cell_classes.png
(3 px per um)
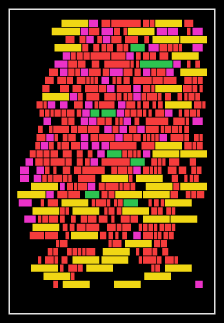
metal_stack.png
(4 px per um) Two of the layers only.
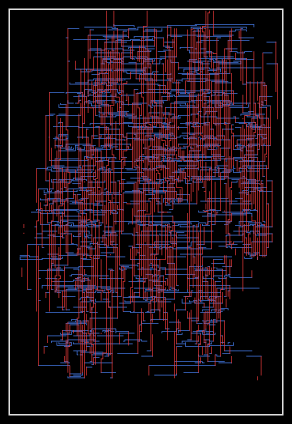
registers.png
(6 px per um)
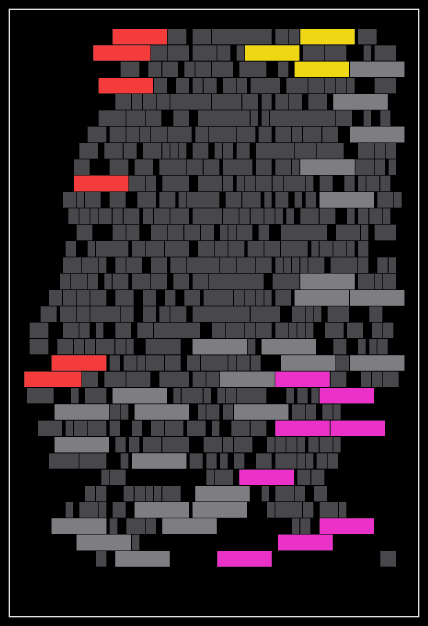
met3.png
(4 px per um)
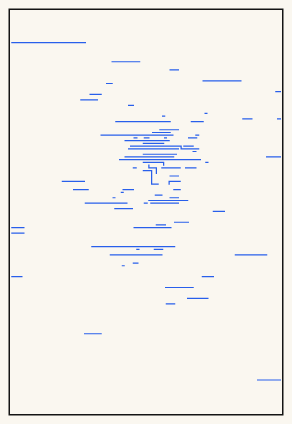
**config.mk**
```make
export PLATFORM = sky130hd
export DESIGN_NAME = traffic_monitor
export DESIGN_NICKNAME = d
export VERILOG_FILES = /design/src/rtl/traffic_monitor.sv
export SDC_FILE = /design/constraint.sdc
export NUM_CORES = 1
export LEC_CHECK = 0
export ABC_CLOCK_PERIOD_IN_PS = 3900
export CORE_AREA = 2 2 66 99
export DETAILED_ROUTE_END_ITERATION = 6
export DIE_AREA = 0 0 68 101
export PLACE_DENSITY = 0.83
export SLEW_MARGIN = 25
export SYNTH_ARGS = -nofsm -noshare
export SYNTH_HDL_FRONTEND = slang
export SYNTH_SLANG_ARGS = --single-unit
```
**constraint.sdc**
```tcl
create_clock -name clk -period 3.9 [get_ports clk]
set_input_delay 0.78 -clock clk [delete_from_list [all_inputs] [get_ports clk]]
set_output_delay 0.78 -clock clk [all_outputs]
set_load 0.1 [all_outputs]
```
**src/rtl/traffic_monitor.sv**
```systemverilog
// Independent safety monitor for the intersection lamp outputs: flags conflicts,
// bad encodings, illegal sequences, short phases and stuck lamps with a sticky fault.
module traffic_monitor #(
    parameter int MIN_GREEN  = 30,
    parameter int MIN_YELLOW = 3,
    parameter int MIN_CLEAR  = 4,
    parameter int MAX_HOLD   = 100
) (
    input  logic       clk,
    input  logic       resetn,
    input  logic       ns_green,
    input  logic       ns_yellow,
    input  logic       ns_red,
    input  logic       ew_green,
    input  logic       ew_yellow,
    input  logic       ew_red,
    input  logic       fault_clr,
    output logic       armed,
    output logic       fault,
    output logic [2:0] fault_code
);

    typedef enum logic [1:0] {
        LAMP_G   = 2'd0,
        LAMP_Y   = 2'd1,
        LAMP_R   = 2'd2,
        LAMP_BAD = 2'd3
    } lamp_t;

    localparam logic [7:0] MIN_GREEN_C  = 8'(MIN_GREEN);
    localparam logic [7:0] MIN_YELLOW_C = 8'(MIN_YELLOW);
    localparam logic [7:0] MIN_CLEAR_C  = 8'(MIN_CLEAR);
    localparam logic [7:0] MAX_HOLD_C   = 8'(MAX_HOLD);
    localparam logic [5:0] ALL_RED      = 6'b001_001;

    localparam logic [2:0] CODE_NONE     = 3'd0;
    localparam logic [2:0] CODE_CONFLICT = 3'd1;
    localparam logic [2:0] CODE_ENCODING = 3'd2;
    localparam logic [2:0] CODE_SEQUENCE = 3'd3;
    localparam logic [2:0] CODE_SHORT_G  = 3'd4;
    localparam logic [2:0] CODE_SHORT_Y  = 3'd5;
    localparam logic [2:0] CODE_SHORT_C  = 3'd6;
    localparam logic [2:0] CODE_STUCK    = 3'd7;

    logic [5:0] cur;
    logic [5:0] prev;
    logic [7:0] ns_dwell;
    logic [7:0] ew_dwell;
    logic [7:0] clear_cnt;
    logic [7:0] unch_cnt;

    lamp_t      ns_now;
    lamp_t      ew_now;
    lamp_t      ns_prev;
    lamp_t      ew_prev;
    logic       all_red_now;
    logic       unchanged;
    logic [7:0] unch_next;
    logic [2:0] ns_step;
    logic [2:0] ew_step;
    logic [2:0] viol;

    function automatic lamp_t decode(input logic [2:0] gyr);
        lamp_t st;
        case (gyr)
            3'b100:  st = LAMP_G;
            3'b010:  st = LAMP_Y;
            3'b001:  st = LAMP_R;
            default: st = LAMP_BAD;
        endcase
        return st;
    endfunction

    function automatic logic [7:0] sat_inc(input logic [7:0] v);
        return (v == 8'hFF) ? v : v + 8'd1;
    endfunction

    // Classifies one direction's state change; dwell/clear are the counts accumulated before this sample.
    function automatic logic [2:0] step_code(input lamp_t from, input lamp_t to,
                                             input logic [7:0] dwell, input logic [7:0] clear);
        logic [2:0] code;
        code = CODE_NONE;
        if (from != to) begin
            if (from == LAMP_G && to == LAMP_Y)
                code = (dwell < MIN_GREEN_C) ? CODE_SHORT_G : CODE_NONE;
            else if (from == LAMP_Y && to == LAMP_R)
                code = (dwell < MIN_YELLOW_C) ? CODE_SHORT_Y : CODE_NONE;
            else if (from == LAMP_R && to == LAMP_G)
                code = (clear < MIN_CLEAR_C) ? CODE_SHORT_C : CODE_NONE;
            else
                code = CODE_SEQUENCE;
        end
        return code;
    endfunction

    function automatic logic [2:0] lowest(input logic [2:0] a, input logic [2:0] b);
        logic [2:0] r;
        if (a == CODE_NONE)
            r = b;
        else if (b == CODE_NONE)
            r = a;
        else
            r = (a < b) ? a : b;
        return r;
    endfunction

    assign cur = {ns_green, ns_yellow, ns_red, ew_green, ew_yellow, ew_red};

    always_comb begin
        ns_now      = decode(cur[5:3]);
        ew_now      = decode(cur[2:0]);
        ns_prev     = decode(prev[5:3]);
        ew_prev     = decode(prev[2:0]);
        all_red_now = (cur == ALL_RED);
        unchanged   = (cur == prev);
        unch_next   = unchanged ? sat_inc(unch_cnt) : 8'd0;
        ns_step     = step_code(ns_prev, ns_now, ns_dwell, clear_cnt);
        ew_step     = step_code(ew_prev, ew_now, ew_dwell, clear_cnt);
        viol        = CODE_NONE;
        // Safety checks always run; sequence and timing checks need a known-good starting point.
        if (ns_now != LAMP_R && ew_now != LAMP_R)
            viol = CODE_CONFLICT;
        else if (ns_now == LAMP_BAD || ew_now == LAMP_BAD)
            viol = CODE_ENCODING;
        else if (armed)
            viol = lowest(lowest(ns_step, ew_step),
                          (unchanged && unch_next == MAX_HOLD_C) ? CODE_STUCK : CODE_NONE);
    end

    always_ff @(posedge clk or negedge resetn) begin
        if (!resetn) begin
            prev       <= ALL_RED;
            ns_dwell   <= 8'd0;
            ew_dwell   <= 8'd0;
            clear_cnt  <= 8'd0;
            unch_cnt   <= 8'd0;
            armed      <= 1'b0;
            fault      <= 1'b0;
            fault_code <= CODE_NONE;
        end else begin
            prev      <= cur;
            ns_dwell  <= (ns_now != ns_prev) ? 8'd1 : sat_inc(ns_dwell);
            ew_dwell  <= (ew_now != ew_prev) ? 8'd1 : sat_inc(ew_dwell);
            clear_cnt <= all_red_now ? sat_inc(clear_cnt) : 8'd0;
            unch_cnt  <= unch_next;

            if (fault_clr) begin
                // A fresh safety violation in the release cycle must not be lost.
                armed <= 1'b0;
                if (viol == CODE_CONFLICT || viol == CODE_ENCODING) begin
                    fault      <= 1'b1;
                    fault_code <= viol;
                end else begin
                    fault      <= 1'b0;
                    fault_code <= CODE_NONE;
                end
            end else if (!fault && viol != CODE_NONE) begin
                fault      <= 1'b1;
                fault_code <= viol;
                armed      <= 1'b0;
            end else if (!fault && !armed && all_red_now) begin
                armed    <= 1'b1;
                ns_dwell <= 8'd1;
                ew_dwell <= 8'd1;
                unch_cnt <= 8'd1;
            end
        end
    end

endmodule

```
==> qor.yml <==
final_timing:
  slew_violations: 0
  finalHoldViolCount: 0
  period_needed_ps: 3870
  rsz0062_at_grt: "yes"
  max_clock_freq_ghz: 0.258
  relSlewSlack: 0.348
  worstMarginPinSlew_ps: 975
  fin_crit_sh: 0.993
  clock_skew_ps: 5.75
  hold_ws_ps: 453
  setup_viol: 0
route:
  viasPerCell: 6.25
  drc: 0
  dr.pass1.iters: 5
  wire_per_inst_um: 17.1
  ant_nets: 0
  drtIter0Drc: 381
setup_path:
  critPathArrivalTime_ps: 4080
  path_class: "in2reg"
  slowest_stage: "or4b_4"
  cp_cell_sequence: "dlygate4sd2_1, buf_4, nor3_2, buf_4, nor4b_4, a21boi_2, inv_2, ha_2, nor2_2, a311oi_4, or4b_4, o211a_4, nor3_2, o31a_1, a21oi_1, o32ai_1"
  critPathBufInv: 4
  worstSetupEndpointType: "flip-flop"
  max_stage_delay_ps: 540
  critPathMaxFanout: 9
  crit_required_ps: 4110
  cp_top_family: "simple AND/OR/NAND/NOR gates"
  critPathLaunchType: "primary input"
synthesis:
  synthCells: 387
  ys_chip_area_mm2: 0.00324
  syn_area_mm2: 0.00324
  synth-seq-cells: 43
  common_cells: "nor2_1 (44), dfrtp_1 (41), a21oi_1 (28)"
  yosys_cells: 387
  yosysTopAreaCellShare: 0.317
  async_flop_share: 1.00
  top_cells_by_area: "dfrtp_1 (32%), nor2_1 (5.1%), a21oi_1 (4.3%), nand3_1 (3.7%), ha_1 (3.5%)"
  synth_cell_types: 65
  synth_area_per_cell_um2: 8.36
  syn-num-nets: 405
  yosys.area.top_type: "dfrtp_1"
  postSynthSeqShare: 0.333
  ys_warn_count: 0
  synth-edff-count: 0
  ff_type: "dfrtp_1"
  most_common_cell: "nor2_1"
placement:
  gp_congestion: 0.844
  hpwl_um: 5680
  numPortBuffers: 13
  dp.cells: 499
  place_area_mm2: 0.00366
floorplan:
  die-height_um: 101
  die_w_um: 68
  num_io_pins: 14
  fp-utilization: 0.535
  dieArea_mm2: 0.00687
  fp-row-count: 35
  design.core.area_mm2: 0.00604
clocking:
  clock_latency_ps: 310
  cts_made_buffers: 5
  cts_buffer_depth: 2
  htreeDepth: 2
  tritoncts: "done"
  cts.sinks: 43
  root_buffer: "clkbuf_8"
  path_clk_slew_ps: 90
global_route:
  gr-usage-all-layers: 0.246
  overflow: 0
  grt_pass1_wl_um: 13300
  grt_start_max_net_pins: 44
  antenna_found_initial: 0
  grt_pass1_vias: 3066
min_path:
  hp-class: "in2async"
layout:
  regArea_mm2: 0.00108
  comb_area_mm2: 0.00213
  nets: 458
  drive_above_1_share: 0.222
  syn2layout_area_growth_pct: 23.5
  fill_cells: 462
  final_cell_count_no_fill: 515
  fin_area_mm2: 0.00400
  antennaDiodeCount: 0
power:
  p_per_area_mw_per_mm2: 306
  irDropWorstVdd_v: 0.000232
  leakage_uw: 0.00166
job:
  warnings: 31
  drv_cap: 0
run_status:
  status: "completed"
## Picture notes: cell_classes.png
green -> clock drivers and dummy loads  # cells 8, share of their area 3.1%
magenta -> other buffers and delay cells  # cells 63, share of their area 13%
red -> all other logic  # cells 327, share of their area 56%
yellow -> flip-flops  # cells 43, share of their area 28%

## Picture notes: metal_stack.png
red -> met2  # wire length 4740 um
blue -> met1  # wire length 3370 um

## Picture notes: registers.png
yellow -> fault_code  # placed flops 3
red -> prev  # placed flops 6
magenta -> clear_cnt  # placed flops 8, where south-east

## Picture notes: met3.png
main direction = horizontal
share of all routed wire = 4.2%
wire length on this layer = 370 um
nets with wire on the layer = 52
longest straight run = 20.7 um
GRT met3 Usage: 0.0313
Post-Route WL: 8810 um
vias: 3219

-- layer usage --
| metal | up-vias | global-route usage | share of wire |
|---|---|---|---|
| li1 | 1521 | - | - |
| met1 | 1548 | 0.257 | 0.38 |
| met2 | 114 | 0.461 | 0.54 |
| met3 | 36 | 0.0313 | 0.042 |
| met5 | - | 0 | 0 |
| met4 | 0 | 0.120 | 0.036 |
-- cell families (layout without fill, tap and decap cells) --
family | after synthesis | in the layout | synth area share
muxes | 6 | 6 | 0.0193
AOI/OAI and AO/OA | 97 | 97 | 0.209
and+or+nand+nor | 176 | 176 | 0.292
adders and majority gates | 9 | 9 | 0.0348
buffers and inverters | 34 | 88 | 0.0518
DFF | 43 | 43 | 0.333
xor gates and xnor gates | 22 | 22 | 0.0595
-- layout by cell type (no fill, tap or decap), types with 5 or more instances in the layout --
cell type         n
buf_4            48
dfrtp_1          41
nor2_1           40
nand2_1          26
a21oi_1          26
nand3_1          24
o21ai_0          17
inv_1            16
xnor2_1          12
nand2b_1         10
xor2_1           10
nor3_1            9
and3_1            8
ha_1              7
nor4_1            6
nand4_1           6
or3_1             6
clkbuf_8          6
clkdlybuf4s50_1   6
a31oi_1           5
a211oi_1          5
nor2b_1           5
-- registers in the layout, indices dropped and copies added (netlist names) --
register	cells
ew_dwell	8
clear_cnt	8
fault_code	3
prev	6
armed	1
unch_cnt	8
ns_dwell	8
fault	1
-- power by group --
group	switching (uW)	internal, uW
clock network	175	211
registers	32.1	467
logic	191	147
-- path summary, 6_finish.rpt --
kind | from | to | cells past startpoint
worst max-delay path | ew_red | fault_code[1]$_DFFE_PN0P_ | 16
worst min-delay path | resetn | clear_cnt[3]$_DFFE_PN0P_ | 1
worst max register to register | prev[2]$_DFF_PN0_ | fault_code[1]$_DFFE_PN0P_ | 15
worst min register to register | fault_code[1]$_DFFE_PN0P_ | fault_code[1]$_DFFE_PN0P_ | 2
max in group asynchronous | resetn | prev[0]$_DFF_PN1_ | 1
min in group clk | fault_code[1]$_DFFE_PN0P_ | fault_code[1]$_DFFE_PN0P_ | 2
-- area by class of cell --
cell class | count | area share
flip-flops and latches | 43 | 0.270
repair buffers | 63 | 0.128
clock inverters | 2 | 0.00971
inverters | 17 | 0.0160
multi-input cells | 310 | 0.533
well taps | 74 | 0.0232
clock buffers | 6 | 0.0207
-- through the flow --
| step | worst slack [ps] | total power (uW) | utilization |
|---|---|---|---|
| floorplan | 95.8 | 693 | - |
| global placement | -251 | 773 | 0.606 |
| detailed placement | -422 | 787 | 0.606 |
| CTS | -14.2 | 1180 | 0.640 |
| global route | -58.7 | 1270 | 0.661 |
| finish | 28.0 | 1220 | 0.661 |
-- what timing repair did --
| item | 4_1_cts | 5_1_grt |
|---|---|---|
| setup endpoints to repair | 5 | 5 |
| cloned | 0 | 1 |
| pin swaps | 4 | 10 |
| gates resized | 13 | 22 |
| hold endpoints to repair | 0 | 0 |
| setup buffers | 3 | 4 |
| hold buffers | 0 | 0 |
Power is estimated from default activity; no workload was simulated.
